==> src/rtl/ped_crossing_scheduler.sv <==
// Pedestrian crossing scheduler: holds the traffic FSM in RED, runs WALK/flash WALK, then enforces a vehicle gap.
// Optional crossings-served counter is built when SVC_COUNT_EN is defined.
module ped_crossing_scheduler #(
    parameter int TMR_W      = 8,
    parameter int CLEAR_CYC  = 4,
    parameter int WALK_CYC   = 16,
    parameter int FLASH_CYC  = 8,
    parameter int FLASH_HALF = 2,
    parameter int GAP_CYC    = 32
`ifdef SVC_COUNT_EN
    ,
    parameter int CNT_W      = 8
`endif
) (
    input  logic             clk_main,
    input  logic             rst_main_n,
    input  logic             ped_req,
    input  logic [1:0]       traffic_light,
    output logic             hold_red,
    output logic             walk,
    output logic             wait_lamp,
    output logic             ped_ack
`ifdef SVC_COUNT_EN
    ,
    output logic [CNT_W-1:0] svc_count
`endif
);

    typedef enum logic [2:0] {
        S_IDLE,
        S_CLEAR,
        S_WALK,
        S_FLASH,
        S_RECOVER
    } state_t;

    localparam logic [1:0]       LIGHT_RED  = 2'b10;
    localparam logic [TMR_W-1:0] CLEAR_LAST = TMR_W'(CLEAR_CYC - 1);
    localparam logic [TMR_W-1:0] WALK_LAST  = TMR_W'(WALK_CYC - 1);
    localparam logic [TMR_W-1:0] FLASH_LAST = TMR_W'(FLASH_CYC - 1);
    localparam logic [TMR_W-1:0] GAP_LAST   = TMR_W'(GAP_CYC - 1);
    localparam logic [TMR_W-1:0] FLASH_DIV  = TMR_W'(FLASH_HALF);

    state_t             state_q, state_d;
    logic [TMR_W-1:0]   timer_q, timer_d;
    logic               pending_q, pending_d;
    logic               hold_q, hold_d;
    logic               walk_q, walk_d;
    logic               ack_q, ack_d;
    logic               enter_walk;

    always_comb begin
        state_d    = state_q;
        timer_d    = timer_q;
        pending_d  = pending_q;
        walk_d     = 1'b0;
        enter_walk = 1'b0;

        if (ped_req && (state_q != S_WALK)) begin
            pending_d = 1'b1;
        end

        unique case (state_q)
            S_IDLE: begin
                if (pending_q || ped_req) begin
                    state_d = S_CLEAR;
                    timer_d = '0;
                end
            end
            S_CLEAR: begin
                // Any non-RED sample (including the illegal code) restarts the confirmation count.
                if (traffic_light == LIGHT_RED) begin
                    if (timer_q == CLEAR_LAST) begin
                        state_d    = S_WALK;
                        timer_d    = '0;
                        walk_d     = 1'b1;
                        enter_walk = 1'b1;
                    end else begin
                        timer_d = timer_q + 1'b1;
                    end
                end else begin
                    timer_d = '0;
                end
            end
            S_WALK: begin
                if (timer_q == WALK_LAST) begin
                    state_d = S_FLASH;
                    timer_d = '0;
                end else begin
                    timer_d = timer_q + 1'b1;
                    walk_d  = 1'b1;
                end
            end
            S_FLASH: begin
                if (timer_q == FLASH_LAST) begin
                    state_d = S_RECOVER;
                    timer_d = '0;
                end else begin
                    timer_d = timer_q + 1'b1;
                    // Lamp level for the next cycle: odd half-periods are lit.
                    walk_d  = (((timer_q + 1'b1) / FLASH_DIV) & TMR_W'(1)) != '0;
                end
            end
            S_RECOVER: begin
                if (timer_q == GAP_LAST) begin
                    state_d = S_IDLE;
                    timer_d = '0;
                end else begin
                    timer_d = timer_q + 1'b1;
                end
            end
            default: begin
                state_d = S_IDLE;
                timer_d = '0;
            end
        endcase

        if (enter_walk) begin
            pending_d = 1'b0;
        end
        ack_d  = enter_walk;
        hold_d = (state_d == S_CLEAR) || (state_d == S_WALK) || (state_d == S_FLASH);
    end

    always_ff @(posedge clk_main or negedge rst_main_n) begin
        if (!rst_main_n) begin
            state_q   <= S_IDLE;
            timer_q   <= '0;
            pending_q <= 1'b0;
            hold_q    <= 1'b0;
            walk_q    <= 1'b0;
            ack_q     <= 1'b0;
        end else begin
            state_q   <= state_d;
            timer_q   <= timer_d;
            pending_q <= pending_d;
            hold_q    <= hold_d;
            walk_q    <= walk_d;
            ack_q     <= ack_d;
        end
    end

    assign hold_red  = hold_q;
    assign walk      = walk_q;
    assign wait_lamp = pending_q;
    assign ped_ack   = ack_q;

`ifdef SVC_COUNT_EN
    logic [CNT_W-1:0] svc_count_q, svc_count_d;

    always_comb begin
        svc_count_d = svc_count_q;
        if (enter_walk && (svc_count_q != '1)) begin
            svc_count_d = svc_count_q + 1'b1;
        end
    end

    always_ff @(posedge clk_main or negedge rst_main_n) begin
        if (!rst_main_n) begin
            svc_count_q <= '0;
        end else begin
            svc_count_q <= svc_count_d;
        end
    end

    assign svc_count = svc_count_q;
`endif

endmodule
==> config.mk <==
export PLATFORM = sky130hd
export DESIGN_NAME = ped_crossing_scheduler
export DESIGN_NICKNAME = d
export VERILOG_FILES = /design/src/rtl/ped_crossing_scheduler.sv
export SDC_FILE = /design/constraint.sdc
export NUM_CORES = 1
export LEC_CHECK = 0
export ABC_AREA = 1
export CAP_MARGIN = 0
export CORE_UTILIZATION = 45
export CTS_BUF_LIST = sky130_fd_sc_hd__clkbuf_8
export DETAILED_ROUTE_END_ITERATION = 6
export SLEW_MARGIN = 30
export SYNTH_ARGS = -nofsm -noshare
export SYNTH_HDL_FRONTEND = slang
export SYNTH_SLANG_ARGS = --single-unit
==> constraint.sdc <==
create_clock -name clk_main -period 2.5 [get_ports clk_main]
set_input_delay 0.5 -clock clk_main [delete_from_list [all_inputs] [get_ports clk_main]]
set_output_delay 0.5 -clock clk_main [all_outputs]
set_load 0.005 [all_outputs]
==> run_1/drive_strength.png <==
(10 px per um)
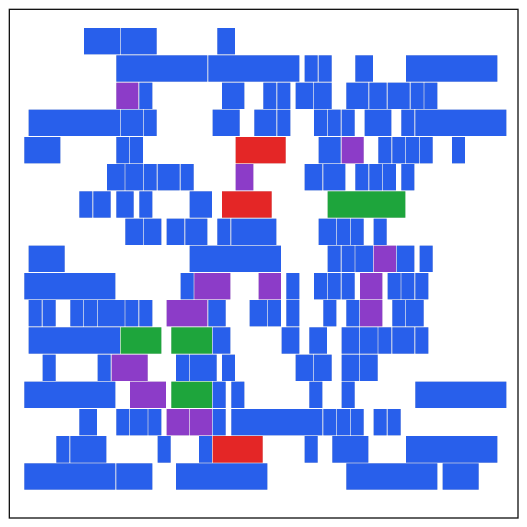
drive 3 to 4 -> green  # cells 4, share 2.4%
drive 6 and up -> red  # cells 3, share 1.8%
drive 2 -> purple  # cells 13, share 7.9%
drive 1 or less -> blue  # cells 145, share 88%
Area Growth Syn to Fin: 15.11%
summed area of non-filler cells in the final layout: 0.001230 sq mm

==> run_1/final_placement.png <==
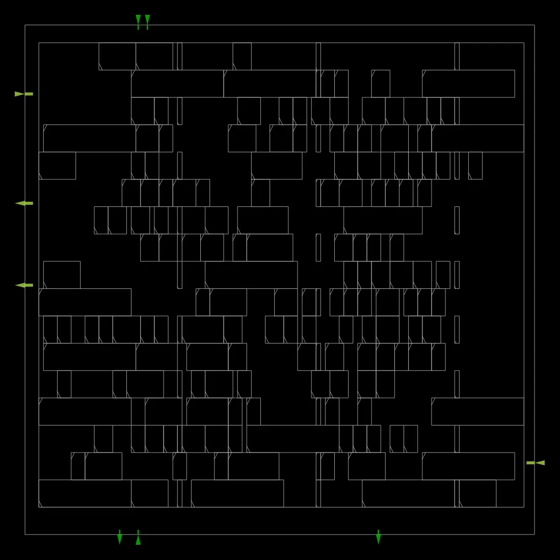
standard-cell rows: 17
utilization after layout: 55.07%

==> run_1/pins.png <==
(10 px per um) Pins as bars across the die edge, other pins in gray.
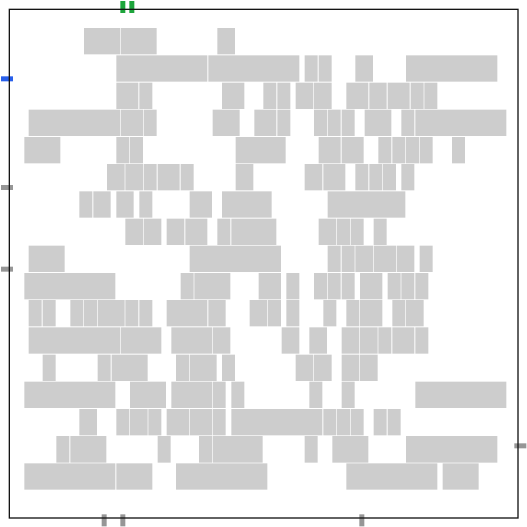
clk_main -> blue  # pins 1, direction input, edge left
traffic_light -> green  # pins 2, direction input, edge top
all pins by edge = 3 left, 3 bottom, 2 top, 1 right
Chip Width: 50.73 um
IO Port Bufs: 8
die y size: 50.73 um

==> run_1/port_nets.png <==
(6 px per um)
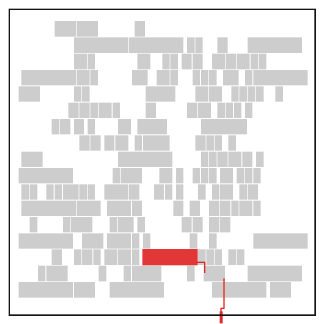
ped_ack -> red  # direction output, end cells 1, buffers 1, wire 9.20 um
number of top-level design ports: 9

==> results.toml, run 1 <==
# yosys + openroad results
[run_status]
status = "completed"

[min_path]
hold_end = "timer_q[3]$_DFFE_PN0P_"
timing.hold.worst.class = "reg -> reg"
min_from = "timer_q[3]$_DFFE_PN0P_"

[power_and_ir_drop]
final_total_power_uw = 473.6
p_leak_nw = 0.5709
power_density_mw_per_mm2 = 385.1
vdd_drop_max_mv = 0.3686

[grt]
groute.usage.overall_pct = 22.98
antenna_found_initial = 0
groute.layer.met3.usage_pct = 4.242
globalRouteMet2Util_pct = 37.56
globalRoute.busiestLayer = "met2"
maximum_number_of_pins_on_one_net_before_global_route_repair = 16
grt_pass1_vias = 995
gr-usage-met1_pct = 29.24
first_pass_grt_wire_length_mm = 4.429

[placement]
dp.cells = 189
dp_slack_ps = 665.8
detailed_place.area_sq_mm = 0.001184
place.detailed.hpwl_mm = 1.878

[final_layout]
largest_register_ff_count = 8
cell_count_final_fillers_out = 193
antenna_cells_inserted = 0
reg_top3 = "timer_q (8), state_q (3)"
registers.top_by_ff_count = "timer_q"
finalNetCount = 172

[setup_path]
startpoint_type = "flop"
arrival_ps = 1160
reg2reg_path_depth = 8
cpLargestDelayFamily = "buffers and inverters"
worstSetupEndpointType = "output pin"
critPathBufInv = 1
timing_worst_setup_path_type = "reg -> out"
critPathRequiredTime_ps = 2000
cpMaxStageDelayCell = "sky130_fd_sc_hd__clkdlybuf4s50_1"
timing.critical_path.fanout_max = 4
critical_path.reg2reg.startpoint = "timer_q[0]$_DFFE_PN0P_"
worstReg2RegEnd = "timer_q[5]$_DFFE_PN0P_"
ordered_cell_list_for_the_critical_path = "clkdlybuf4s50_1"
cpPeakStageDelay_ps = 520
number_of_gates_on_the_worst_path_with_buffers_counted = 1
endpoint = "wait_lamp"

[final_timing]
fin_setup_tns_ps = 0
worst_slack_ps = 835.6
finalWorstPathRequiredPeriod_ps = 1664
fin_worst_skew_ps = 2.940
maxSlewHeadroom_pct = 52.72
min_period_over_period_pct = 66.58
fin_hold_ws_ps = 575.2
fmaxAchievable_ghz = 0.6008
grt_setup_unrepaired = "no"
final_hold_viol_count = 0

[synth]
syn-mean-instance-area_sq_um = 6.984
yosysWarningCount = 0
ys_sh_xor_pct = 0
common_cells = "sky130_fd_sc_hd__nand2_1 (41), sky130_fd_sc_hd__nand3_1 (24), sky130_fd_sc_hd__inv_1 (22)"
top_logic_family = "simple AND/OR/NAND/NOR gates"
synth-main-ff-cell = "sky130_fd_sc_hd__dfrtp_1"
synthCells = 153
mappedNetlistNets = 159
postSynthSeqShare_pct = 35.13
mappedNetlistArea_sq_mm = 0.001069
synth_top_cell_by_count = "sky130_fd_sc_hd__nand2_1"
yosys.area_share.simple_pct = 49.77
yosys.area_share.aoi_pct = 6.206
synth.top_cell.area_share_pct = 35.13
fa_ha_area_share_pct = 1.171
muxShareOfSynthArea_pct = 0
ys_types = 18
ys_seq_elements = 15
synth_async_sr_flop_share_pct = 100.0
synthTopCellsByArea = "sky130_fd_sc_hd__dfrtp_1 (35%), sky130_fd_sc_hd__nand2_1 (14%), sky130_fd_sc_hd__nand3_1 (11%)"
yosysChipArea_sq_mm = 0.001069
ys_cells = 153

[routing]
final_antenna_net_count = 0
routedLengthMet1_mm = 1.206
routed-wl-met3_um = 122
route.detailed.vias_per_inst = 5.420
dr_wl_met2_mm = 1.168
drt-pass1-iter-count = 4
dr_total_vias = 1046
post_route_drc = 0
routed.top_layer = "met4"

[job]
maxCapViolations = 0
warnings = 26

[clocking]
cts_max_path_buffers = 2
number_of_buffers_added_to_fix_hold_violations_after_cts = 0
cts_resized = 0
clk_transition_reported_paths_ps = 60
htree_levels = 1
cts_post_setup_buffers_inserted = 0
cts_tree = "done"
cts_made_buffers = 3
cts.sinks = 15
clockRootBuffer = "sky130_fd_sc_hd__clkbuf_8"
insertion_delay_ps = 250

[floorplanning]
design.die.area_sq_mm = 0.002574
placeableCoreArea_sq_mm = 0.002233
initCoreUtil_pct = 47.84
run 1: where the power goes:
group / total (mW) / switching [mW] / internal [mW] / leakage [nW]
combinational: 0.0247 / 0.0148 / 0.00988 / 0.352
sequential: 0.247 / 0.00235 / 0.244 / 0.193
clock: 0.202 / 0.0917 / 0.110 / 0.0255
run 1: cell type report:
type | instances | area, sq um
Fill cell | 220 | 1003
Multi-Input combinational cell | 116 | 610.6
Sequential cell | 15 | 375.4
Inverter | 22 | 82.58
Timing Repair Buffer | 8 | 80.08
Clock buffer | 3 | 41.29
Tap cell | 28 | 35.03
Clock inverter | 1 | 5.005
==> run_1/metal_stack.png <==
(10 px per um) Only two layers are drawn.
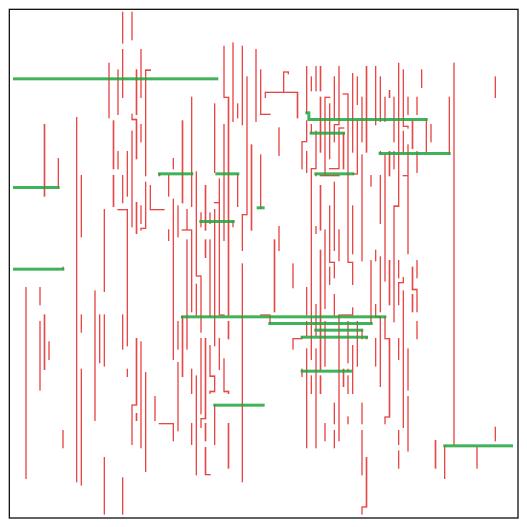

## Run 2: what changed since run 1
clock period = 1.7 ns   (was 2.5 ns; I/O delays follow)
==> run_2/metal_stack.png <==
(10 px per um) Only two layers are drawn.
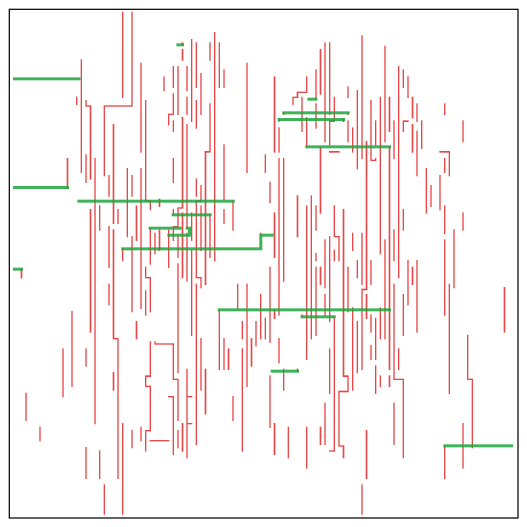
met2 -> red  # wire length 1,140 um
met3 -> green  # wire length 105 um
sum of routed wire length over all layers: 2.635 mm
Vias: 1,052
routed len/inst: 13.24 um

==> run_2/drive_strength.png <==
(10 px per um)
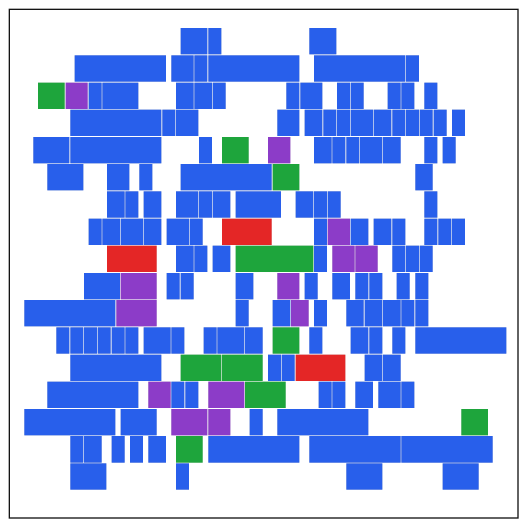
drive 2 -> purple  # cells 13, share 7.6%
drive 1 or less -> blue  # cells 145, share 85%
drive 6 and up -> red  # cells 3, share 1.8%
drive 3 to 4 -> green  # cells 10, share 5.8%
summed area of non-filler cells in the final layout: 0.001275 sq mm
Area Growth Syn to Fin: 19.32%
slack of the critical path: 196.6 ps
Buffers, non-clock: 14

==> run 2 against run 1 <==
Compared with the run above:
- clock power up about 50%
- sequential power up 46%
- setup slack worse by 640 ps
- non-clock buffer count up 6
- sequential cell count unchanged
- synthesized cell count unchanged
- sequential share of layout area down 1.1 points
- combinational power up 84%
- die area unchanged
- final cell count up 3.1%
- wire length up 3.5%
- design area up 3.7%
- critical endpoint unchanged
==> results.toml, run 2 <==
# yosys + openroad results
[job]
maxCapViolations = 0
warnings = 26

[synth]
synth.top_cell.area_share_pct = 35.13
ys_sh_xor_pct = 0
mappedNetlistArea_sq_mm = 0.001069
yosys.area_share.aoi_pct = 6.206
ys_cells = 153
fa_ha_area_share_pct = 1.171
postSynthSeqShare_pct = 35.13
synthTopCellsByArea = "sky130_fd_sc_hd__dfrtp_1 (35%), sky130_fd_sc_hd__nand2_1 (14%), sky130_fd_sc_hd__nand3_1 (11%)"
mappedNetlistNets = 159
synth_area_leader_cell = "sky130_fd_sc_hd__dfrtp_1"
synthCells = 153
ys_seq_elements = 15
synth_top_cell_by_count = "sky130_fd_sc_hd__nand2_1"
synth_async_sr_flop_share_pct = 100.0
muxShareOfSynthArea_pct = 0
yosysChipArea_sq_mm = 0.001069
common_cells = "sky130_fd_sc_hd__nand2_1 (41), sky130_fd_sc_hd__nand3_1 (24), sky130_fd_sc_hd__inv_1 (22)"
synth-main-ff-cell = "sky130_fd_sc_hd__dfrtp_1"
top_logic_family = "simple AND/OR/NAND/NOR gates"
syn-mean-instance-area_sq_um = 6.984
ys_types = 18
yosysWarningCount = 0

[clocking]
cts_post_setup_buffers_inserted = 0
cts_max_path_buffers = 2
cts_tree = "done"
clk_transition_reported_paths_ps = 70
cts_made_buffers = 3
insertion_delay_ps = 250
clockRootBuffer = "sky130_fd_sc_hd__clkbuf_8"
number_of_buffers_added_to_fix_hold_violations_after_cts = 0
cts_resized = 0
htree_levels = 1

[setup_path]
cpMaxStageDelayCell = "sky130_fd_sc_hd__clkdlybuf4s50_1"
critPathBufInv = 1
cpPeakStageDelay_ps = 520
ordered_cell_list_for_the_critical_path = "clkdlybuf4s50_1"
reg2reg_path_depth = 8
critPathRequiredTime_ps = 1360
critical_path.reg2reg.startpoint = "timer_q[1]$_DFFE_PN0P_"
cpLargestDelayFamily = "buffers and inverters"
number_of_gates_on_the_worst_path_with_buffers_counted = 1
startpoint_type = "flop"
timing.critical_path.fanout_max = 4
worstReg2RegEnd = "timer_q[5]$_DFFE_PN0P_"
arrival_ps = 1160
timing_worst_setup_path_type = "reg -> out"
worstSetupEndpointType = "output pin"
endpoint = "wait_lamp"

[floorplanning]
fp.dieH_um = 50.73
die.size.x_um = 50.73
design.die.area_sq_mm = 0.002574
placeableCoreArea_sq_mm = 0.002233
initCoreUtil_pct = 47.84
placementRows = 17
floorplan.io_pins = 9

[routing]
drt-pass1-iter-count = 4
final_antenna_net_count = 0
post_route_drc = 0
route.detailed.vias_per_inst = 5.286

[final_timing]
setup_viol_count_final = 0
finalWorstPathRequiredPeriod_ps = 1503
min_period_over_period_pct = 88.44
fin_worst_skew_ps = 3.389
final_hold_viol_count = 0
fmaxAchievable_ghz = 0.6651
maxSlewHeadroom_pct = 78.66
grt_setup_unrepaired = "no"
fin_setup_tns_ps = 0
fin_hold_ws_ps = 398.9

[min_path]
timing.hold.worst.class = "in -> async"

[power_and_ir_drop]
p_sw_share_pct = 23.55
power_density_mw_per_mm2 = 556.3
largest_power_group = "registers"
powerComb_uw = 45.4
clockPowerShare_pct = 42.7
p_seq_uw = 361
p_sw_uw = 167.0
cell_internal_pwr_uw = 542.2
p_leak_nw = 0.6023
pwr-share-seq_pct = 50.9
vdd_drop_max_mv = 0.5082
final_total_power_uw = 709.3
comb_power_share_pct = 6.4
clock_group_uw = 303

[final_layout]
antenna_cells_inserted = 0
largest_register_ff_count = 8
registers.top_by_ff_count = "timer_q"
finalNetCount = 178
reg_top3 = "timer_q (8), state_q (3)"
utilization_after_layout_pct = 57.09
cell_count_final_fillers_out = 199
fill_cells = 216

[grt]
grt_pass1_vias = 988
antenna_found_initial = 0
grt_total_ovfl = 0
groute.usage.overall_pct = 24.19
first_pass_grt_wire_length_mm = 4.505
maximum_number_of_pins_on_one_net_before_global_route_repair = 16

[placement]
detailed_place.area_sq_mm = 0.001229
place.detailed.hpwl_mm = 1.957
buffer_ports.inserted = 8
dp_slack_ps = 192.5
dp.cells = 195

[run_status]
status = "completed"
==> run_2/port_nets.png <==
(6 px per um)
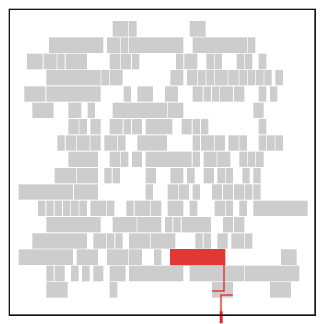
ped_ack -> red  # direction output, end cells 1, buffers 1, wire 11.3 um

-- run 2: final cells by class --
class | instances | area, sq um | share of cell area, %
Clock buffer | 3 | 41.29 | 3.238
Clock inverter | 1 | 5.005 | 0.3925
Inverter | 22 | 82.58 | 6.477
Multi-Input combinational cell | 116 | 610.6 | 47.89
Sequential cell | 15 | 375.4 | 29.44
Tap cell | 28 | 35.03 | 2.748
Timing Repair Buffer | 14 | 125.1 | 9.814
-- run 2: routing by layer --
| metal | part of all wire, % | wire length (um) | up-vias | track usage, % |
|---|---|---|---|---|
| met4 | 2.5 | 65 | 0 | 10.65 |
| met5 | 0 | 0 | - | 0 |
| met1 | 50 | 1322 | 476 | 32.27 |
| li1 | - | - | 543 | - |
| met2 | 43 | 1141 | 25 | 37.11 |
| met3 | 4.0 | 105 | 8 | 5.455 |
## Run 3: what changed since run 2
SLEW_MARGIN = 20   (was 30)
==> run_3/port_nets.png <==
(6 px per um)
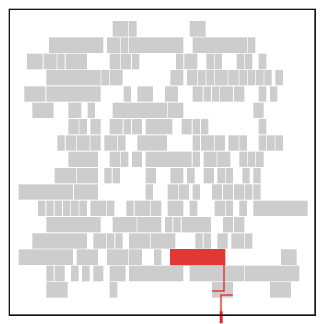
ped_ack -> red  # direction output, end cells 1, buffers 1, wire 11.3 um

==> run_3/final_placement.png <==
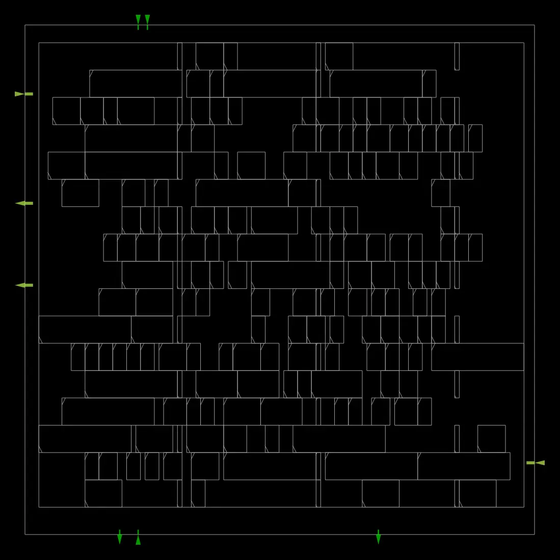
Floorplan Core Area: 0.002233 sq mm
utilization after layout: 57.09%
sequential cell count of the final layout: 15
Fillers: 216
share of the final layout cell area in sequential cells: 29.44%

==> run_3/drive_strength.png <==
(10 px per um)
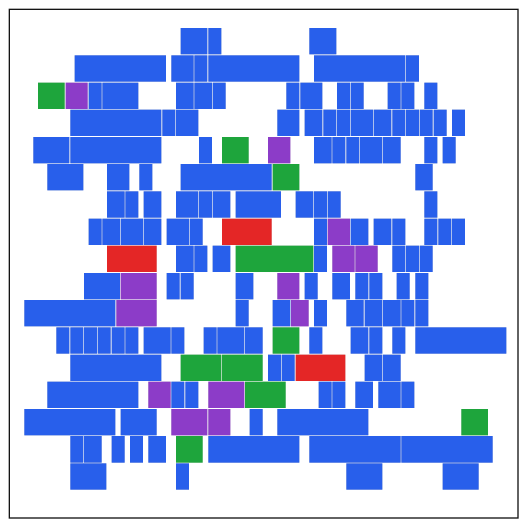
drive 6 and up -> red  # cells 3, share 1.8%
drive 2 -> purple  # cells 13, share 7.6%
drive 1 or less -> blue  # cells 145, share 85%
drive 3 to 4 -> green  # cells 10, share 5.8%

==> run 3 against run 2 <==
Compared with the run above:
- setup slack did not move
- largest power group unchanged
- sequential share of layout area did not move
- highest routed layer unchanged
- design area did not move
==> results.toml, run 3 <==
# yosys + openroad results
[clocking]
cts_max_path_buffers = 2
number_of_buffers_added_to_fix_hold_violations_after_cts = 0
cts_made_buffers = 3
cts_resized = 0
cts_post_setup_buffers_inserted = 0
clk_transition_reported_paths_ps = 70
insertion_delay_ps = 250
cts_tree = "done"
htree_levels = 1
cts.sinks = 15
clockRootBuffer = "sky130_fd_sc_hd__clkbuf_8"

[synth]
ys_cells = 153
syn-mean-instance-area_sq_um = 6.984
number_of_enable_flip_flop_cells = 0
postSynthSeqShare_pct = 35.13
ys_seq_elements = 15
ys_types = 18
synth.top_cell.area_share_pct = 35.13
synth_area_leader_cell = "sky130_fd_sc_hd__dfrtp_1"
synthCells = 153
synth_async_sr_flop_share_pct = 100.0
yosysChipArea_sq_mm = 0.001069
yosysWarningCount = 0
synth-main-ff-cell = "sky130_fd_sc_hd__dfrtp_1"
mappedNetlistArea_sq_mm = 0.001069
synthTopCellsByArea = "sky130_fd_sc_hd__dfrtp_1 (35%), sky130_fd_sc_hd__nand2_1 (14%), sky130_fd_sc_hd__nand3_1 (11%)"
common_cells = "sky130_fd_sc_hd__nand2_1 (41), sky130_fd_sc_hd__nand3_1 (24), sky130_fd_sc_hd__inv_1 (22)"
synth_top_cell_by_count = "sky130_fd_sc_hd__nand2_1"
mappedNetlistNets = 159

[final_layout]
final-seq-area_sq_um = 375.4
layout.non_clock_buffers = 14
layout.area.top_class = "multi-input combinational cells"
clock_network_share_of_area_pct = 3.631
registers.top_by_ff_count = "timer_q"
sh_comb_area_pct = 47.89
reg_top3 = "timer_q (8), state_q (3)"
combGateArea_sq_um = 610.6
finalNetCount = 178
final_layout_top_logic_cell = "sky130_fd_sc_hd__nand2_1"
largest_register_ff_count = 8
final_layout_size_suffix_gt1_share_pct = 15.20
non_clock_buffer_area_share_pct = 9.814
antenna_cells_inserted = 0
comb_cells = 116
clockBufferCount = 3
inverters_excl_clock = 22
cell_count_final_fillers_out = 199
area_growth_syn_to_fin_pct = 19.32
top_logic_cells_by_instance_count_in_the_layout = "sky130_fd_sc_hd__nand2_1 (41), sky130_fd_sc_hd__nand3_1 (24), sky130_fd_sc_hd__inv_1 (22)"

[setup_path]
timing.reg2reg.setup_slack_ps = 240
cpMaxStageDelayCell = "sky130_fd_sc_hd__clkdlybuf4s50_1"
reg2reg_path_depth = 8
endpoint = "wait_lamp"
worstSetupEndpointType = "output pin"
critical_path.reg2reg.startpoint = "timer_q[1]$_DFFE_PN0P_"
worstReg2RegEnd = "timer_q[5]$_DFFE_PN0P_"
cpLargestDelayFamily = "buffers and inverters"
startpoint_type = "flop"
number_of_gates_on_the_worst_path_with_buffers_counted = 1
ordered_cell_list_for_the_critical_path = "clkdlybuf4s50_1"
critical_path_start = "wait_lamp$_DFFE_PN0P_"
arrival_ps = 1160
timing_worst_setup_path_type = "reg -> out"
timing.critical_path.fanout_max = 4
critPathRequiredTime_ps = 1360
cpPeakStageDelay_ps = 520
critPathBufInv = 1

[routing]
drt-pass1-iter-count = 4
routed-wl-met3_um = 105
dr_wl_met2_mm = 1.141
dr_total_vias = 1052
wirelength_mm = 2.635
routedLengthMet1_mm = 1.322
routed.top_layer = "met4"
final_antenna_net_count = 0
route.detailed.vias_per_inst = 5.286
routed_wire_length_per_instance_um = 13.24
post_route_drc = 0
initial_drt_markers = 28

[placement]
place.detailed.hpwl_mm = 1.957
gp_congestion = 0.9066
buffer_ports.inserted = 8
dp.cells = 195

[grt]
groute.layer.met3.usage_pct = 5.455
grt_pass1_vias = 988
maximum_number_of_pins_on_one_net_before_global_route_repair = 16
globalRoute.busiestLayer = "met2"
antenna_found_initial = 0
gr-usage-met1_pct = 32.27
globalRouteMet2Util_pct = 37.11
first_pass_grt_wire_length_mm = 4.505
grt_total_ovfl = 0
groute.usage.overall_pct = 24.19

[power_and_ir_drop]
cell_internal_pwr_uw = 542.2
clockPowerShare_pct = 42.7
comb_power_share_pct = 6.4
clock_group_uw = 303
p_seq_uw = 361
p_leak_nw = 0.6023
powerComb_uw = 45.4
vdd_drop_max_mv = 0.5082
power_density_mw_per_mm2 = 556.3
p_sw_uw = 167.0
largest_power_group = "registers"
p_sw_share_pct = 23.55
pwr-share-seq_pct = 50.9

[final_timing]
maxSlewHeadroom_pct = 78.66
fin_hold_ws_ps = 398.9
finalWorstPathRequiredPeriod_ps = 1503
transition_time_at_the_pin_with_the_least_slew_margin_ps = 318.4
fin_worst_skew_ps = 3.389
setup_viol_count_final = 0
fin_setup_tns_ps = 0
fmaxAchievable_ghz = 0.6651
min_period_over_period_pct = 88.44
finalMaxSlewViolations = 0
grt_setup_unrepaired = "no"
final_hold_viol_count = 0

[floorplanning]
die.size.x_um = 50.73
placementRows = 17
initCoreUtil_pct = 47.84
fp.dieH_um = 50.73
tapCellCount = 28
floorplan.io_pins = 9
design.die.area_sq_mm = 0.002574

[min_path]
timing.hold.worst.class = "in -> async"

[run_status]
status = "completed"

[job]
maxCapViolations = 0
warnings = 26
[run 3: cell counts after synthesis]
Identical to the previous run, type by type.
[run 3: per-stage QoR]
step                setup WS [ps]  cell area [sq um]  total power [mW]
floorplan                   355.4               1069            0.3840
CTS                         189.1               1275            0.7114
finish                      196.6               1275            0.7093
global placement            184.2               1229            0.4135
global route                50.29               1275            0.7373
detailed placement          192.5               1229            0.4131
[run 3: logic make-up (layout without fill, tap and decap cells)]
group / after synthesis / after routing / share of synthesized area [%]
and+or+nand+nor: 105 / 105 / 49.77
buffers and inverters: 22 / 40 / 7.728
DFF: 15 / 15 / 35.13
AOI/OAI and AO/OA: 10 / 10 / 6.206
adders and majority gates: 1 / 1 / 1.171
Power and IR drop assume default switching activity.
